==> src/rtl/if_pkg.sv <==
// Shared definitions for the instruction-fetch stage: fetch FSM state,
// next-address select encodings and instruction size.
package if_pkg;

    typedef enum logic {
        ST_FETCH = 1'b0,
        ST_HOLD  = 1'b1
    } fetch_state_e;

    localparam logic [1:0] SEL_SEQ    = 2'b00;
    localparam logic [1:0] SEL_BRANCH = 2'b01;
    localparam logic [1:0] SEL_JUMP   = 2'b10;
    localparam logic [1:0] SEL_REG    = 2'b11;

    localparam logic [31:0] INSTR_BYTES = 32'd4;

    function automatic logic [31:0] word_align(input logic [31:0] addr);
        return addr & ~32'h3;
    endfunction

endpackage

==> src/rtl/if_fetch_unit_mux.sv <==
// Datapath 4:1 32-bit mux, used here for next-nPC selection.
module Mux_4x1_32b (
    input  logic [31:0] in_0,
    input  logic [31:0] in_1,
    input  logic [31:0] in_2,
    input  logic [31:0] in_3,
    input  logic [1:0]  select,
    output logic [31:0] out
);

    always_comb begin
        out = in_0;
        case (select)
            2'b00:   out = in_0;
            2'b01:   out = in_1;
            2'b10:   out = in_2;
            default: out = in_3;
        endcase
    end

endmodule

==> src/rtl/if_fetch_unit.sv <==
// MIPS instruction-fetch stage: PC/nPC with delay-slot semantics, one
// outstanding imem read, and a one-entry skid behind the IF/ID register.
module if_fetch_unit #(
    parameter logic [31:0] RESET_PC = 32'h0000_0000
) (
    input  logic        clk,
    input  logic        reset,
    output logic        imem_req,
    output logic [31:0] imem_addr,
    input  logic        imem_ready,
    input  logic [31:0] imem_rdata,
    input  logic        stall,
    input  logic [1:0]  redirect_sel,
    input  logic [31:0] branch_target,
    input  logic [31:0] jump_target,
    input  logic [31:0] reg_target,
    output logic        ifid_valid,
    output logic [31:0] ifid_instr,
    output logic [31:0] ifid_pc
);
    import if_pkg::*;

    fetch_state_e state;
    logic [31:0]  pc, npc;
    logic [31:0]  skid_instr, skid_pc;

    logic        consume, slot_free, redirect;
    logic [1:0]  mux_sel;
    logic [31:0] npc_seq, next_npc, target_seq;

    assign consume   = ifid_valid & ~stall;
    assign slot_free = ~ifid_valid | ~stall;
    // Redirects only count on the cycle decode actually takes the branch.
    assign redirect  = consume & (redirect_sel != SEL_SEQ);
    assign mux_sel   = consume ? redirect_sel : SEL_SEQ;

    assign npc_seq    = npc + INSTR_BYTES;
    assign target_seq = next_npc + INSTR_BYTES;

    Mux_4x1_32b u_npc_mux (
        .in_0   (npc_seq),
        .in_1   (word_align(branch_target)),
        .in_2   (word_align(jump_target)),
        .in_3   (word_align(reg_target)),
        .select (mux_sel),
        .out    (next_npc)
    );

    assign imem_req  = (state == ST_FETCH) & ~reset;
    assign imem_addr = pc;

    always_ff @(posedge clk) begin
        if (reset) begin
            pc         <= RESET_PC;
            npc        <= RESET_PC + INSTR_BYTES;
            state      <= ST_FETCH;
            skid_instr <= '0;
            skid_pc    <= '0;
            ifid_valid <= 1'b0;
            ifid_instr <= '0;
            ifid_pc    <= '0;
        end else begin
            case (state)
                ST_FETCH: begin
                    if (imem_ready) begin
                        if (slot_free) begin
                            ifid_instr <= imem_rdata;
                            ifid_pc    <= pc;
                            ifid_valid <= 1'b1;
                        end else begin
                            skid_instr <= imem_rdata;
                            skid_pc    <= pc;
                            state      <= ST_HOLD;
                        end
                        // The word just accepted is the delay slot of a redirecting branch.
                        if (redirect) begin
                            pc  <= next_npc;
                            npc <= target_seq;
                        end else begin
                            pc  <= npc;
                            npc <= next_npc;
                        end
                    end else begin
                        if (consume)
                            ifid_valid <= 1'b0;
                        // Delay slot still pending at pc: only nPC moves.
                        if (redirect)
                            npc <= next_npc;
                    end
                end
                ST_HOLD: begin
                    if (!stall) begin
                        ifid_instr <= skid_instr;
                        ifid_pc    <= skid_pc;
                        ifid_valid <= 1'b1;
                        state      <= ST_FETCH;
                        if (redirect) begin
                            pc  <= next_npc;
                            npc <= target_seq;
                        end
                    end
                end
                default: state <= ST_FETCH;
            endcase
        end
    end

endmodule
==> config.mk <==
export PLATFORM = sky130hd
export DESIGN_NAME = if_fetch_unit
export DESIGN_NICKNAME = d
export VERILOG_FILES = /design/src/rtl/if_pkg.sv /design/src/rtl/if_fetch_unit_mux.sv /design/src/rtl/if_fetch_unit.sv
export SDC_FILE = /design/constraint.sdc
export NUM_CORES = 1
export LEC_CHECK = 0
export CELL_PAD_IN_SITES_DETAIL_PLACEMENT = 0
export CELL_PAD_IN_SITES_GLOBAL_PLACEMENT = 1
export CORE_ASPECT_RATIO = 0.7
export CORE_MARGIN = 5
export CORE_UTILIZATION = 40
export CTS_CLUSTER_DIAMETER = 50
export DETAILED_ROUTE_END_ITERATION = 7
export HOLD_SLACK_MARGIN = 0.15
export PLACE_DENSITY_LB_ADDON = 0.25
export SYNTH_ARGS = -nofsm -noshare
export SYNTH_HDL_FRONTEND = slang
export SYNTH_HIERARCHICAL = 1
export SYNTH_SLANG_ARGS = --single-unit
==> constraint.sdc <==
create_clock -name clk -period 6.3 [get_ports clk]
set_input_delay 1.89 -clock clk [delete_from_list [all_inputs] [get_ports clk]]
set_output_delay 1.89 -clock clk [all_outputs]
set_load 0.005 [all_outputs]
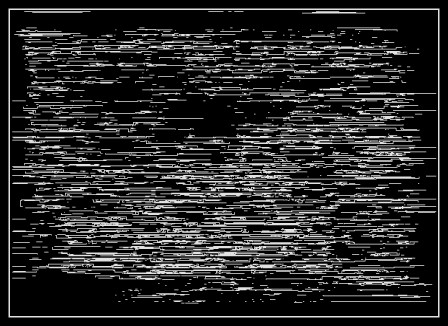
(run_1/m1.png)
- share of all routed wire: 48%
- wire length on this layer: 14900 um
- longest straight run: 53.4 um
- nets with wire on the layer: 1288

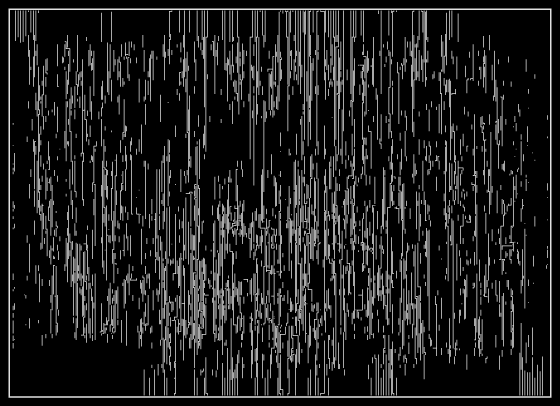
(run_1/m2.png)
- longest straight run: 50.5 um
- share of all routed wire: 42%

==> results.ini, run 1 <==
[synth]
yosys_area_um2 = 9800
synth-seq-area-share_pct = 39.6
synthCells = 1133
yosysWarnings = 6

[final_layout]
postLayoutCellArea_um2 = 12900
clockBufferCount = 21
final_nets = 1443
flop_area_um2 = 3890
cell_kind_with_the_greatest_summed_area = logic gates
buffers_outside_the_clock_class = 245
final_core_util_pct = 53.9
design.seq.count = 194
inverters_excl_clock = 5
layout_fillers = 2305

[clock_network]
tritoncts_num_sinks = 194
clk_root_buffer_cell = clkbuf_16
holdBufCountCts = 0
cts.path.max_buffers = 2
cts_tree = built

[power_and_ir_drop]
power_density_nw_per_um2 = 245
internal_power_component_mw = 2.32
p_clk_share_pct = 38.7
final_total_power_mw = 3.15
switching_share_pct = 26.3
sequential_power_share_pct = 43.4

[setup_path]
worst-r2r-setup-slack_ns = 2.39
worstSetupEndpointType = flop
cp_max_stage_delay_ns = 0.66
worst-path-max-fanout = 11
path_cells = clkdlybuf4s50_1, and2b_1, and2_2, buf_4, mux4_2, nand4_1, nor4_1, a31oi_1, a41oi_1, a31oi_1
worst_setup_path_startpoint = stall
crit_path_max_delay_family = simple AND/OR/NAND/NOR gates
critPathCapture = npc[30]
crit_arrival_ns = 5.34
r2r.worst_path.cells = 11
crit_slowest_cell = nor4_1

[floorplan]
taps = 318
floorplan.rows = 47
die_height_um = 141
core_util_floorplan_pct = 41.0

[grt]
grt_antenna_before_repair = 2
global_route.usage.met2_pct = 31.5
grt-ovfl-total = 0
grt_util_met1_pct = 32.6

[outcome]
outcome = finished, final reports clean

[placed_design]
dpl_cell_area_um2 = 12200

[routing]
dr_wl_met3_um = 2500
drcViolationCount = 0
antenna_left = 0
route.detailed.vias_per_inst = 5.54
routed_wire_length_per_instance_um = 18.8

[run]
max-cap-violations = 0

[timing]
layout_setup_ws_ns = 1.25
maxSlewHeadroom_pct = 29.6
grt_setup_unrepaired = false
finClkSkew_ns = 0.0108

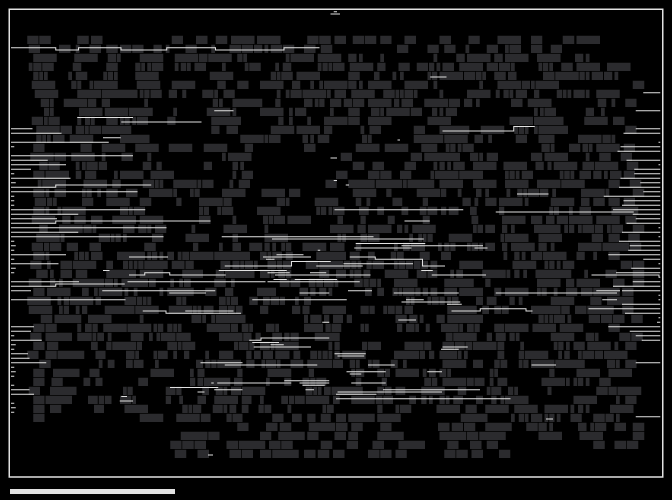
(run_1/m3.png)
The bar under the picture is 50 um long.
- share of all routed wire: 8.1%
- main direction: horizontal
- wire length on this layer: 2500 um
- longest straight run: 52.4 um

## run 1: tightest hold or removal path, delay by kind of cell, from the launching register on
family	cells	cell delay (ns)
simple gates	1	0.05
flops	1	0.31
compound gates	1	0.05
## run 1: power groups by stage
| stage | Clock [mW] | Combinational (mW) | Sequential (mW) |
|---|---|---|---|
| CTS | 1.25 | 0.565 | 1.37 |
| detailed placement | 0 | 0.563 | 1.39 |
| finish | 1.22 | 0.562 | 1.37 |
| global placement | 0 | 0.559 | 1.39 |
| floorplan | 0 | 0.293 | 1.38 |
| global route | 1.30 | 0.615 | 1.38 |
## run 1: logic make-up after synthesis
logic type,synth area share (%)
other cells,0.0383
buf+inv,4.90
flops,39.6
fa+ha+maj,0.255
mux,14.4
simple gates,21.2
xor+xnor,3.22
compound gates,16.4
==> run 1 -> run 2 <==
- CORE_UTILIZATION: 40 -> 37
- clock period: 6.3 -> 4.9 ns (I/O delays scaled with it)
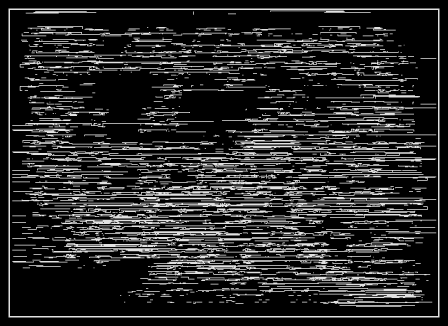
(run_2/m1.png)
- longest straight run: 51.5 um
- wire length on this layer: 15800 um

==> run 2 against run 1 <==
Core utilization shrank 3.7 points; sequential power rose by 28%; first-iteration DRC count up 1.8%; sequential share of layout area down 0.30 points; synthesized cell count is the same; via count grew 0.92%; cell area grew 0.99%.
==> results.ini, run 2 <==
[power_and_ir_drop]
final_total_power_mw = 3.86  ; was 3.15 mW
switching_share_pct = 29.2  ; was 26.3%
group_drawing_the_most_power = registers  ; unchanged
p_comb_mw = 0.753  ; was 0.562 mW
sequential_power_share_pct = 45.5  ; was 43.4%
irDropWorstVdd_v = 0.000255  ; was 0.000204 V
powerSeq_mw = 1.76  ; was 1.37 mW
p_clk_share_pct = 35.0  ; was 38.7%
internal_power_component_mw = 2.73  ; was 2.32 mW
power_clock_mw = 1.35  ; was 1.22 mW
power_density_nw_per_um2 = 297  ; was 245 nW/um^2

[grt]
grt_antenna_before_repair = 0  ; was 2
grt-ovfl-total = 0  ; unchanged
grt_util_met1_pct = 31.3  ; was 32.6%
use_met3_pct = 5.81  ; was 6.13%
grt_max_degree = 129  ; was 75
global_route.usage.met2_pct = 29.4  ; was 31.5%

[final_layout]
final_nets = 1467  ; was 1443
mostFrequentLayoutCells = 224 x clkdlybuf4s50_1, 193 x dfxtp_1, 181 x nand2_1  ; unchanged
layout_fillers = 2487  ; was 2305
buffers_outside_the_clock_class = 269  ; was 245
cell_kind_with_the_greatest_summed_area = logic gates  ; unchanged
flop_area_um2 = 3890  ; unchanged
final_core_util_pct = 50.3  ; was 53.9%
inverters_excl_clock = 5  ; unchanged
comb_area_um2 = 5480  ; was 5500 um^2
multi_input_combinational_area_share_pct = 42.2  ; was 42.7%
design.seq.count = 194  ; unchanged
clockBufferCount = 17  ; was 21

[synth]
synth_cell_types = 64  ; unchanged
postSynth.topFlopCell = dfxtp_1  ; unchanged
netlist_logic_family_top = simple AND/OR/NAND/NOR gates  ; unchanged
compound_share_synth_pct = 16.4  ; unchanged
synthCells = 1133  ; unchanged
synth.cellmix.adderShare_pct = 0.255  ; unchanged
yosys_area_um2 = 9800  ; unchanged
yosys.area_share.simple_pct = 21.2  ; unchanged
synthMuxAreaShare_pct = 14.4  ; unchanged
synth-seq-area-share_pct = 39.6  ; unchanged
syn_area_um2 = 9800  ; unchanged
synth.area.top_cells = dfxtp_1 40%, mux2i_1 6.9%, nand2_1 6.9%  ; unchanged
yosysTopAreaCell = dfxtp_1  ; unchanged
synth-edff-count = 0  ; unchanged
synth.avg_cell_area_um2 = 8.65  ; unchanged
yosysWarnings = 6  ; unchanged
post_synth_xor_area_fraction_pct = 3.22  ; unchanged
synth-seq-cells = 194  ; unchanged

[setup_path]
worstSetupEndpointType = flop  ; unchanged
cp_max_stage_delay_ns = 0.59  ; was 0.66 ns
path_cells = clkdlybuf4s50_1, and2b_1, and2_2, buf_12, mux4_2, nand4_4, nor2_1, nand4_1, xor2_1, a211oi_2  ; was clkdlybuf4s50_1, and2b_1, and2_2, buf_4, mux4_2, nand4_1, nor4_1, a31oi_1, a41oi_1, a31oi_1
crit_arrival_ns = 4.45  ; was 5.34 ns
worst-path-max-fanout = 22  ; was 11
crit_path_max_delay_family = simple AND/OR/NAND/NOR gates  ; unchanged
path_class = primary input to flop  ; unchanged
crit_slowest_cell = nor2_1  ; was nor4_1

[placed_design]
post-place-ws_ns = 0.357  ; was 0.791 ns
place_congestion = 0.838  ; was 0.817
place.detailed.instances = 1669  ; was 1606
detailed_place_hpwl_um = 22300  ; was 21600 um

[clock_network]
ctsResizeCount = 0  ; unchanged
clk_pin_slew_worst_paths_ns = 0.07  ; about the same
cts.path.max_buffers = 2  ; unchanged
holdBufCountCts = 0  ; unchanged
tritoncts_num_sinks = 194  ; unchanged
cts_tree = built  ; unchanged
clk_root_buffer_cell = clkbuf_16  ; unchanged
htree_num_levels = 4  ; unchanged
post-cts-setup-buffers = 0  ; unchanged

[timing]
layout_setup_ws_ns = 0.810  ; was 1.25 ns
achievable-frequency_mhz = 244
timing.final.hold_violations = 0  ; unchanged
setup_viol = 0  ; unchanged
drv_slew = 0  ; unchanged
maxSlewHeadroom_pct = 28.5  ; was 29.6%
grt_setup_unrepaired = false  ; unchanged
finClkSkew_ns = 0.0139  ; was 0.0108 ns

[outcome]
outcome = finished, final reports clean  ; unchanged

[floorplan]
core_util_floorplan_pct = 37.9  ; was 41.0%
die_height_um = 146  ; was 141 um
taps = 357  ; was 318
floorplan.rows = 49  ; was 47
chip_area_um2 = 29900  ; was 27800 um^2

[routing]
num_vias = 9151  ; was 9068
drcViolationCount = 0  ; unchanged
route.detailed.vias_per_inst = 5.38  ; was 5.54
antenna_left = 0  ; unchanged
routed_wire_length_per_instance_um = 18.7  ; was 18.8 um

[run]
max-cap-violations = 0  ; unchanged

[run 2: cell counts after synthesis]
Identical to the previous run, type by type.
[run 2: final timing paths]
path | start | to | slack (ns) | depth (start not counted)
setup / recovery | stall | npc[27] | 0.81 | 10
hold / removal | skid_instr[29] | skid_instr[29] | 0.45 | 2
setup reg to reg | npc[4] | npc[31] | 1.24 | 11
hold reg to reg | skid_instr[29] | skid_instr[29] | 0.45 | 2
[run 2: routing by layer]
metal  wire length [um]  share of wire (%)
met5                  0                  0
met1              15800                 50
met4                309               0.97
met2              13200                 41
met3               2450                7.7
[run 2: per-stage QoR]
stage / cell area, um^2 / hold WS [ns]
finish: 13000 / 0.453
global route: 13000 / 0.472
CTS: 13000 / 0.456
detailed placement: 12500 / 0.446
global placement: 12500 / 0.441
floorplan: 9820 / 0.436
==> run 2 -> run 3 <==
- CORE_UTILIZATION: 37 -> 34
- clock period: 4.9 -> 3.37 ns (I/O delays scaled with it)
==> run 3 against run 2 <==
Setup slack got worse by 0.67 ns; die area increased by 8.3%; global-route usage decreased by 0.89 points; sequential cell count unchanged; synthesized cell count unchanged; combinational power increased by 62%; core utilization decreased by 1.8 points; register-to-register slack got worse by 1.1 ns; clock power increased by 52%; total power increased by 51%; clock skew decreased by 0.0031 ns; first-iteration DRC count increased by 9.2%; critical endpoint is now npc[30]; largest cell class unchanged; largest power group unchanged.
==> results.ini, run 3 <==
[outcome]
outcome = finished, final reports clean  ; unchanged

[setup_path]
crit_arrival_ns = 3.51  ; was 4.45 ns
worst-path-max-fanout = 6  ; was 22
path_class = flop to flop  ; was primary input to flop
regToRegStartpoint = npc[7]  ; was npc[4]
critPathCapture = npc[30]  ; was npc[27]
r2r.worst_path.cells = 12  ; was 11

[grt]
use_met3_pct = 6.20  ; was 5.81%
grt-ovfl-total = 0  ; unchanged

[synth]
yosys_area_um2 = 9800  ; unchanged
synth.area.top_cells = dfxtp_1 40%, mux2i_1 6.9%, nand2_1 6.9%  ; unchanged
yosysTopAreaCell = dfxtp_1  ; unchanged
synth-edff-count = 0  ; unchanged
synth-seq-cells = 194  ; unchanged
synth_cell_types = 64  ; unchanged
synth.cellmix.adderShare_pct = 0.255  ; unchanged
netlist_logic_family_top = simple AND/OR/NAND/NOR gates  ; unchanged
post_synth_xor_area_fraction_pct = 3.22  ; unchanged

[hold_path]
worst_hold_path.endpoint = skid_pc[15]  ; was skid_instr[29]
holdCritStartpoint = skid_pc[15]  ; was skid_instr[29]

[timing]
layout_setup_ws_ns = 0.137  ; was 0.810 ns
drv_slew = 0  ; unchanged
setup_viol = 0  ; unchanged

[routing]
antenna_left = 0  ; unchanged
dr_wl_met3_um = 2680  ; was 2450 um
drcViolationCount = 0  ; unchanged
detail_route.wirelength.met1_um = 16300  ; was 15800 um
routed_wire_length_per_instance_um = 18.3  ; was 18.7 um

[run]
max-cap-violations = 0  ; unchanged

[clock_network]
clk_root_buffer_cell = clkbuf_16  ; unchanged
cts_tree = built  ; unchanged

[final_layout]
postLayoutCellArea_um2 = 13900  ; was 13000 um^2
buffers_outside_the_clock_class = 347  ; was 269
final_nets = 1545  ; was 1467
layout_fillers = 2766  ; was 2487
multi_input_combinational_area_share_pct = 39.9  ; was 42.2%

[floorplan]
taps = 378  ; was 357
core_util_floorplan_pct = 34.2  ; was 37.9%

[power_and_ir_drop]
final_total_power_mw = 5.81  ; was 3.86 mW
power_density_nw_per_um2 = 419  ; was 297 nW/um^2

[placed_design]
detailed_place_hpwl_um = 23700  ; was 22300 um
place_congestion = 0.846  ; was 0.838

-- run 3: cell counts after synthesis --
No cell type changed its count.
-- run 3: report_power, final --
group	switching, mW	internal [mW]
Combinational	0.563	0.661
Clock	0.982	1.07
Sequential	0.110	2.43
Total	1.66	4.16
-- run 3: worst max-delay path, stage by stage, from the launching register on --
cell	delay, ns
dfxtp_1	0.41
and4_2	0.33
nand4_1	0.21
nor3_1	0.25
buf_4	0.18
xor2_1	0.27
mux4_2	0.42
nand4_1	0.18
nor4_2	0.31
buf_4	0.17
a31oi_1	0.08
a41oi_1	0.17
a31oi_1	0.10
-- run 3: what timing repair did --
action | 4_1_cts | 5_1_grt
setup endpoints to repair | 19 | 4
pin swaps | 5 | 1
resized | 8 | 6
cloned | 1 | 0
setup buffers | 4 | 0
hold endpoints to repair | 0 | 0
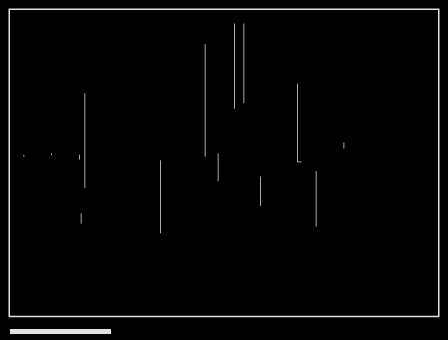
(run_3/m4.png)
The bar under the picture is 50 um long.
- main direction: vertical
- share of all routed wire: 0.99%
- nets with wire on the layer: 11

No activity file was given, so power comes from the tool's default toggle rates.
